$ cat src/rtl/io_ctrl.sv
// Memory-mapped I/O slave: millisecond timer, LED/switch registers, 8N1 UART.
// Build option IO_UART_LOOPBACK_EN feeds the receiver from the internal txd.
//
// UART FSM states (shared by TX and RX):
//   state   | meaning
//   S_IDLE  | line idle, waiting for a write (TX) or falling edge (RX)
//   S_START | start bit; RX re-checks the line at mid-bit
//   S_DATA  | eight data bits, LSB first
//   S_STOP  | stop bit; TX sets tx_rdy, RX accepts the byte if line high
module io_ctrl #(
  parameter int CLK_FREQ = 50000000,
  parameter int BAUD     = 115200
) (
  input  logic        clk,
  input  logic        rst_n,
  input  logic        stb,
  input  logic        we,
  input  logic [3:0]  addr,
  input  logic [31:0] data_in,
  output logic [31:0] data_out,
  output logic        ack,
  output logic [7:0]  led,
  input  logic [7:0]  sw,
  input  logic        rxd,
  output logic        txd
);

  localparam int BIT_DIV = CLK_FREQ / BAUD;
  localparam int MS_DIV  = CLK_FREQ / 1000;
  localparam int BW      = $clog2(BIT_DIV + 1);
  localparam int MW      = $clog2(MS_DIV + 1);
  localparam logic [BW-1:0] BIT_LAST  = BW'(BIT_DIV - 1);
  localparam logic [BW-1:0] HALF_LAST = BW'(BIT_DIV / 2 - 1);
  localparam logic [MW-1:0] MS_LAST   = MW'(MS_DIV - 1);

  typedef enum logic [1:0] {S_IDLE, S_START, S_DATA, S_STOP} uart_state_t;

  logic          start, rd_clr, tx_start;
  logic [31:0]   rd_mux;
  logic [MW-1:0] ms_pre;
  logic [31:0]   ms_cnt;
  logic [7:0]    sw_s1, sw_sync;
  logic          rx_in, rx_s1, rx_s2, rx_prev, rx_fall;

  uart_state_t   tx_state, tx_next;
  logic [BW-1:0] tx_tmr;
  logic [2:0]    tx_bit;
  logic [7:0]    tx_shift;
  logic          tx_rdy, tx_tc;

  uart_state_t   rx_state, rx_next;
  logic [BW-1:0] rx_tmr;
  logic [2:0]    rx_bit;
  logic [7:0]    rx_shift, rx_data;
  logic          rx_rdy, rx_tc, rx_set;

  assign start    = stb & ~ack;
  assign rd_clr   = start & ~we & (addr == 4'd2);
  assign tx_start = start & we & (addr == 4'd2) & tx_rdy;

  always_comb begin
    rd_mux = 32'd0;
    case (addr)
      4'd0:    rd_mux = ms_cnt;
      4'd1:    rd_mux = {24'd0, sw_sync};
      4'd2:    rd_mux = {24'd0, rx_data};
      4'd3:    rd_mux = {30'd0, tx_rdy, rx_rdy};
      default: rd_mux = 32'd0;
    endcase
  end

  always_ff @(posedge clk or negedge rst_n) begin
    if (!rst_n) begin
      ack      <= 1'b0;
      data_out <= 32'd0;
      led      <= 8'd0;
    end else begin
      ack      <= start;
      data_out <= (start && !we) ? rd_mux : 32'd0;
      if (start && we && addr == 4'd1) led <= data_in[7:0];
    end
  end

  always_ff @(posedge clk or negedge rst_n) begin
    if (!rst_n) begin
      ms_pre <= MS_LAST;
      ms_cnt <= 32'd0;
    end else if (ms_pre == '0) begin
      ms_pre <= MS_LAST;
      ms_cnt <= ms_cnt + 32'd1;
    end else begin
      ms_pre <= ms_pre - 1'b1;
    end
  end

`ifdef IO_UART_LOOPBACK_EN
  assign rx_in = txd;
`else
  assign rx_in = rxd;
`endif

  always_ff @(posedge clk or negedge rst_n) begin
    if (!rst_n) begin
      sw_s1   <= 8'd0;
      sw_sync <= 8'd0;
      rx_s1   <= 1'b1;
      rx_s2   <= 1'b1;
      rx_prev <= 1'b1;
    end else begin
      sw_s1   <= sw;
      sw_sync <= sw_s1;
      rx_s1   <= rx_in;
      rx_s2   <= rx_s1;
      rx_prev <= rx_s2;
    end
  end

  assign rx_fall = rx_prev & ~rx_s2;
  assign tx_tc   = (tx_tmr == '0);
  assign rx_tc   = (rx_tmr == '0);

  // ---------------- transmitter ----------------
  always_ff @(posedge clk or negedge rst_n) begin
    if (!rst_n) tx_state <= S_IDLE;
    else        tx_state <= tx_next;
  end

  always_comb begin
    tx_next = tx_state;
    case (tx_state)
      S_IDLE:  if (tx_start) tx_next = S_START;
      S_START: if (tx_tc) tx_next = S_DATA;
      S_DATA:  if (tx_tc && tx_bit == 3'd7) tx_next = S_STOP;
      S_STOP:  if (tx_tc) tx_next = S_IDLE;
      default: tx_next = S_IDLE;
    endcase
  end

  always_comb begin
    txd = 1'b1;
    case (tx_state)
      S_START: txd = 1'b0;
      S_DATA:  txd = tx_shift[0];
      default: txd = 1'b1;
    endcase
  end

  always_ff @(posedge clk or negedge rst_n) begin
    if (!rst_n) begin
      tx_tmr   <= '0;
      tx_bit   <= 3'd0;
      tx_shift <= 8'd0;
      tx_rdy   <= 1'b1;
    end else if (tx_start) begin
      tx_tmr   <= BIT_LAST;
      tx_bit   <= 3'd0;
      tx_shift <= data_in[7:0];
      tx_rdy   <= 1'b0;
    end else if (tx_state != S_IDLE) begin
      if (tx_tc) begin
        tx_tmr <= BIT_LAST;
        if (tx_state == S_DATA) begin
          tx_shift <= {1'b1, tx_shift[7:1]};
          tx_bit   <= tx_bit + 3'd1;
        end
        if (tx_state == S_STOP) tx_rdy <= 1'b1;
      end else begin
        tx_tmr <= tx_tmr - 1'b1;
      end
    end
  end

  // ---------------- receiver ----------------
  always_ff @(posedge clk or negedge rst_n) begin
    if (!rst_n) rx_state <= S_IDLE;
    else        rx_state <= rx_next;
  end

  always_comb begin
    rx_next = rx_state;
    case (rx_state)
      S_IDLE:  if (rx_fall) rx_next = S_START;
      S_START: if (rx_tc) rx_next = rx_s2 ? S_IDLE : S_DATA;
      S_DATA:  if (rx_tc && rx_bit == 3'd7) rx_next = S_STOP;
      S_STOP:  if (rx_tc) rx_next = S_IDLE;
      default: rx_next = S_IDLE;
    endcase
  end

  always_comb begin
    rx_set = (rx_state == S_STOP) && rx_tc && rx_s2;
  end

  always_ff @(posedge clk or negedge rst_n) begin
    if (!rst_n) begin
      rx_tmr   <= '0;
      rx_bit   <= 3'd0;
      rx_shift <= 8'd0;
      rx_data  <= 8'd0;
    end else if (rx_state == S_IDLE) begin
      rx_bit <= 3'd0;
      if (rx_fall) rx_tmr <= HALF_LAST;
    end else if (rx_tc) begin
      rx_tmr <= BIT_LAST;
      if (rx_state == S_DATA) begin
        rx_shift <= {rx_s2, rx_shift[7:1]};
        rx_bit   <= rx_bit + 3'd1;
      end
      if (rx_set) rx_data <= rx_shift;
    end else begin
      rx_tmr <= rx_tmr - 1'b1;
    end
  end

  // A byte landing on the same edge as a clearing read keeps rx_rdy set.
  always_ff @(posedge clk or negedge rst_n) begin
    if (!rst_n)      rx_rdy <= 1'b0;
    else if (rx_set) rx_rdy <= 1'b1;
    else if (rd_clr) rx_rdy <= 1'b0;
  end

endmodule

$ cat config.mk
export PLATFORM = sky130hd
export DESIGN_NAME = io_ctrl
export DESIGN_NICKNAME = d
export VERILOG_FILES = /design/src/rtl/io_ctrl.sv
export SDC_FILE = /design/constraint.sdc
export NUM_CORES = 1
export LEC_CHECK = 0
export CAP_MARGIN = 15
export CORE_ASPECT_RATIO = 0.5
export CORE_MARGIN = 5
export CORE_UTILIZATION = 40
export CTS_CLUSTER_SIZE = 24
export DETAILED_ROUTE_END_ITERATION = 12
export SYNTH_ARGS = -nofsm -noshare
export SYNTH_HDL_FRONTEND = slang
export SYNTH_SLANG_ARGS = --single-unit
export TNS_END_PERCENT = 1
$ cat constraint.sdc
create_clock -name clk -period 6 [get_ports clk]
set_clock_uncertainty 0.05 [all_clocks]
set_input_delay 0.6 -clock clk [delete_from_list [all_inputs] [get_ports clk]]
set_output_delay 0.6 -clock clk [all_outputs]
set_load 0.02 [all_outputs]
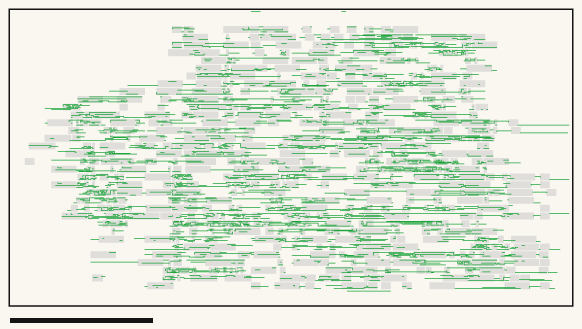
*M1 wires, run 1*
The bar under the picture is 50 um long.
The wires run mostly horizontal. The longest straight run is 40.9 um.

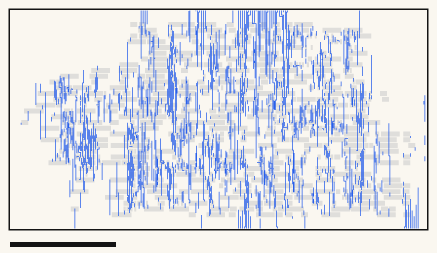
*M2 wires, run 1*
The bar under the picture is 50 um long.
The layer holds 46% of the routed length. The wires run mostly vertical. The layer carries 6260 um of wire.

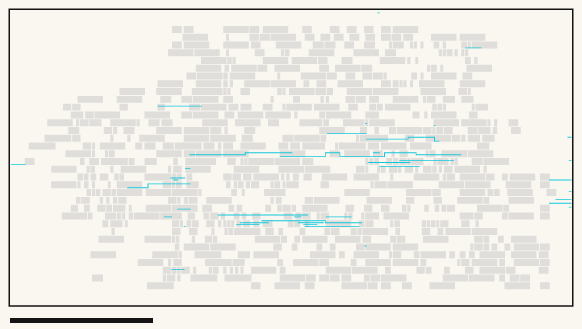
*The metal 3 layer, run 1*
The bar under the picture is 50 um long.
The longest straight run is 31.3 um. The wires run mostly horizontal.

==> ci_impl_report.md, run 1 <==
## Synthesis and layout report

| Metric | Value |
|---|---|
| Run status | `completed` |
| Met1 global-route usage | `19.3%` |
| Top cell types by occurrence after synthesis | `dfrtp_1, nand2_1, nor2_1` |
| Fraction of the mapped netlist area in compound gates | `between 6 and 7%` |
| Clock buffers | `20` |
| Final setup TNS | `0 ns` |
| Routing layer with the top usage in global route | `met2` |
| Switching power share of the total | `between 20 and 30%` |
| Buffers on Ports | `between 60 and 70` |
| Flop and latch count out of synthesis | `162` |
| Cell count in the Yosys report | `between 500 and 600` |
| Cell Int Power | `roughly 2100 uW` |
| Logic inverters | `14` |
| Number of slew-limit violations in the final report | `0` |
| Startpoint-to-endpoint class of the critical path | `input port to flip-flop` |
| Vias post-DR | `~4500` |
| M1 wire length | `6.60 mm` |
| Chip Height | `103 um` |
| Unique masters post-synth | `60` |
| Area of the chip | `20300 sq um` |
| Clock latency at the later pin of the worst-skew pair | `0.42 ns` |
| Regs by FF count | `data_out: 32 flops, ms_cnt: 32 flops, ms_pre: 16 flops` |
| Largest net degree at the start of global routing | `101` |
| Seq area share | `between 40% and 50%` |
| Number of H-tree branching levels | `4` |
| Period minus WS final | `2.90 ns` |
| Num sequential | `162` |
| Worst-path maximum fanout | `19` |
| Yosys-reported design area after synthesis | `6970 sq um` |
| Post-synth tally of flip-flops with integrated enable | `0` |
| Buffering stage count on the worst path with inverters included | `1` |
==> run 2: changes to the inputs <==
==> constraint.sdc (replaced) <==
create_clock -name clk -period 2.6 [get_ports clk]
set_clock_uncertainty 0.05 [all_clocks]
set_input_delay 0.26 -clock clk [delete_from_list [all_inputs] [get_ports clk]]
set_output_delay 0.26 -clock clk [all_outputs]
set_load 0.02 [all_outputs]
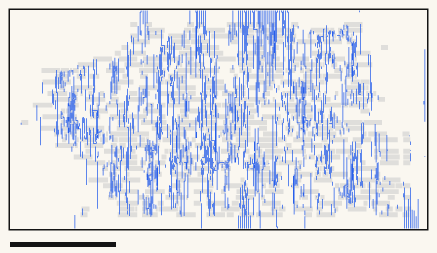
*M2 wires, run 2*
The bar under the picture is 50 um long.
The layer holds 47% of the routed length. 609 nets have wire on it. The wires run mostly vertical.
met2 capacity usage during global routing: 21.6%
vias post-DR: 4540
wirelength, routed: 13.5 mm

==> run 2 against run 1 <==
Compared with the run above:
- synthesized cell count is the same
- non-clock buffer count is 16 higher
- clock-buffer cell count is 3 lower
- hold slack worse by 0.027 ns
- first-iteration DRC count increased by 56%
- largest power group unchanged
- highest routed layer unchanged
==> ci_impl_report.md, run 2 <==
## Synthesis and layout report

| Metric | Value |
|---|---|
| Switching power share of the total | `29.9% (+1.7 points)` |
| Worst Hold Depth | `1` |
| Post-synth tally of flip-flops with integrated enable | `0 (unchanged)` |
| Clock latency at the later pin of the worst-skew pair | `0.43 ns (about the same)` |
| Unique masters post-synth | `60 (unchanged)` |
| Yosys-reported design area after synthesis | `6970 sq um (unchanged)` |
| Number of H-tree branching levels | `4 (unchanged)` |
| Buffering stage count on the worst path with inverters included | `1 (unchanged)` |
| Startpoint-to-endpoint class of the critical path | `flip-flop to flip-flop` |
| Worst-path maximum fanout | `8 (-11)` |
| Floorplan core area | `around 17000 sq um` |
| Run status | `completed` |
| Buffers on Ports | `66 (unchanged)` |
| Largest net degree at the start of global routing | `78 (-23%)` |
| Period minus WS final | `~2.4 ns` |
| Chip Height | `103 um (unchanged)` |
| Final setup TNS | `0 ns (unchanged)` |
| Regs by FF count | `data_out: 32 flops, ms_cnt: 32 flops, ms_pre: 16 flops` |
| Top cell types by occurrence after synthesis | `dfrtp_1, nand2_1, nor2_1` |
| Cell Int Power | `4640 uW (+120%)` |
| Num sequential | `162 (unchanged)` |
| Logic inverters | `14 (unchanged)` |
| Cell-by-cell listing of the critical path | `inv_1 > ha_1 > nor3b_2 > nand2_1 > nor3_2 > nand3b_1 > mux2_2` |
| Clock buffers | `17 (-15%)` |
| Number of slew-limit violations in the final report | `0 (unchanged)` |
| Seq area share | `47.4% (-0.72 points)` |
| Most frequent standard cell in the layout excluding fill and tap cells | `dfrtp_1` |
| Routing layer with the top usage in global route | `met2` |
| Post-Synth Simple-Gate Area | `a little under a fifth` |
| Cell count in the Yosys report | `590 (unchanged)` |
| Flop and latch count out of synthesis | `162 (unchanged)` |
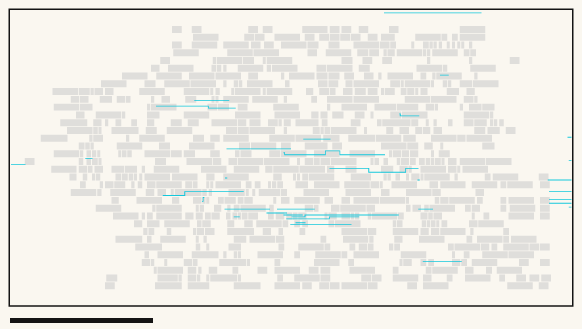
*The metal 3 layer, run 2*
The bar under the picture is 50 um long.
The wires run mostly horizontal. The layer carries 410 um of wire. 24 nets have wire on it. The longest straight run is 33.8 um.
GR met3 Demand/Resource: 3.30%

==> run 3: changes to the inputs <==
==> constraint.sdc (replaced) <==
create_clock -name clk -period 3 [get_ports clk]
set_clock_uncertainty 0.05 [all_clocks]
set_input_delay 0.3 -clock clk [delete_from_list [all_inputs] [get_ports clk]]
set_output_delay 0.3 -clock clk [all_outputs]
set_load 0.01 [all_outputs]
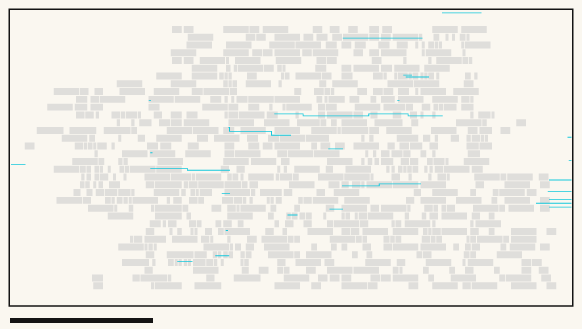
*The metal 3 layer, run 3*
The bar under the picture is 50 um long.
The layer carries 268 um of wire. 16 nets have wire on it.
GR met3 Demand/Resource: 2.27%
vias post-DR: 4500
wirelength, routed: 13.3 mm

==> run 3 against run 2 <==
Compared with the run above:
- critical endpoint is now tx_shift[1]$_DFFE_PN0P_
- first-iteration DRC count is 39% lower
- die area did not move
- clock-buffer cell count unchanged
- power fell by 14%
==> ci_impl_report.md, run 3 <==
## Synthesis and layout report

| Metric | Value |
|---|---|
| Most frequent standard cell in the layout excluding fill and tap cells | `dfrtp_1` |
| Flop and latch count out of synthesis | `162 (unchanged)` |
| Period minus WS final | `2.42 ns (+0.0615 ns)` |
| Clock buffers | `17 (unchanged)` |
| Run status | `completed` |
| Reg clk slew, reported paths | `approximately 0.07 ns` |
| Worst Hold Depth | `1 (unchanged)` |
| Num sequential | `162 (unchanged)` |
| Buffers on Ports | `66 (unchanged)` |
| Final setup TNS | `0 ns (unchanged)` |
| Chip Height | `103 um (unchanged)` |
| Switching power share of the total | `29.6% (-0.35 points)` |
| Yosys warning total | `0` |
| Yosys-reported design area after synthesis | `6970 sq um (unchanged)` |
| Cell area after layout | `8510 sq um` |
| Clock latency at the later pin of the worst-skew pair | `0.42 ns (about the same)` |
| Number of slew-limit violations in the final report | `0 (unchanged)` |
| Met2 capacity usage during global routing | `22.2% (+0.58 points)` |
| Unique masters post-synth | `60 (unchanged)` |
| Routing layer with the top usage in global route | `met2` |
| Cell count in the Yosys report | `590 (unchanged)` |
| Floorplan core area | `17200 sq um (unchanged)` |
| Regs by FF count | `data_out: 32 flops, ms_cnt: 32 flops, ms_pre: 16 flops` |
| Area of the chip | `just over 20000 sq um` |
| Number of H-tree branching levels | `4 (unchanged)` |
| Startpoint-to-endpoint class of the critical path | `flip-flop to flip-flop` |
| Top cell types by occurrence after synthesis | `dfrtp_1, nand2_1, nor2_1` |
| Cell Int Power | `4020 uW (-13%)` |
| Post-Synth Simple-Gate Area | `19.0% (unchanged)` |
| Logic inverters | `14 (unchanged)` |
| Cell-by-cell listing of the critical path | `inv_1 > ha_1 > or3b_2 > nor4_4 > a21o_1 > nor2_1 > a31oi_1` |
| Seq area share | `47.8% (+0.40 points)` |
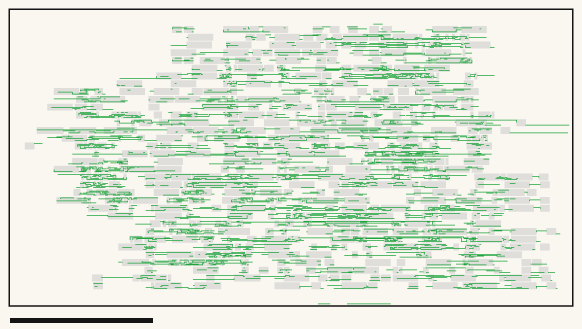
*M1 wires, run 3*
The bar under the picture is 50 um long.
The longest straight run is 45.5 um. The layer holds 50% of the routed length. 653 nets have wire on it.
met1 global-route usage: 19.7%

No activity file was given, so power comes from the tool's default toggle rates.
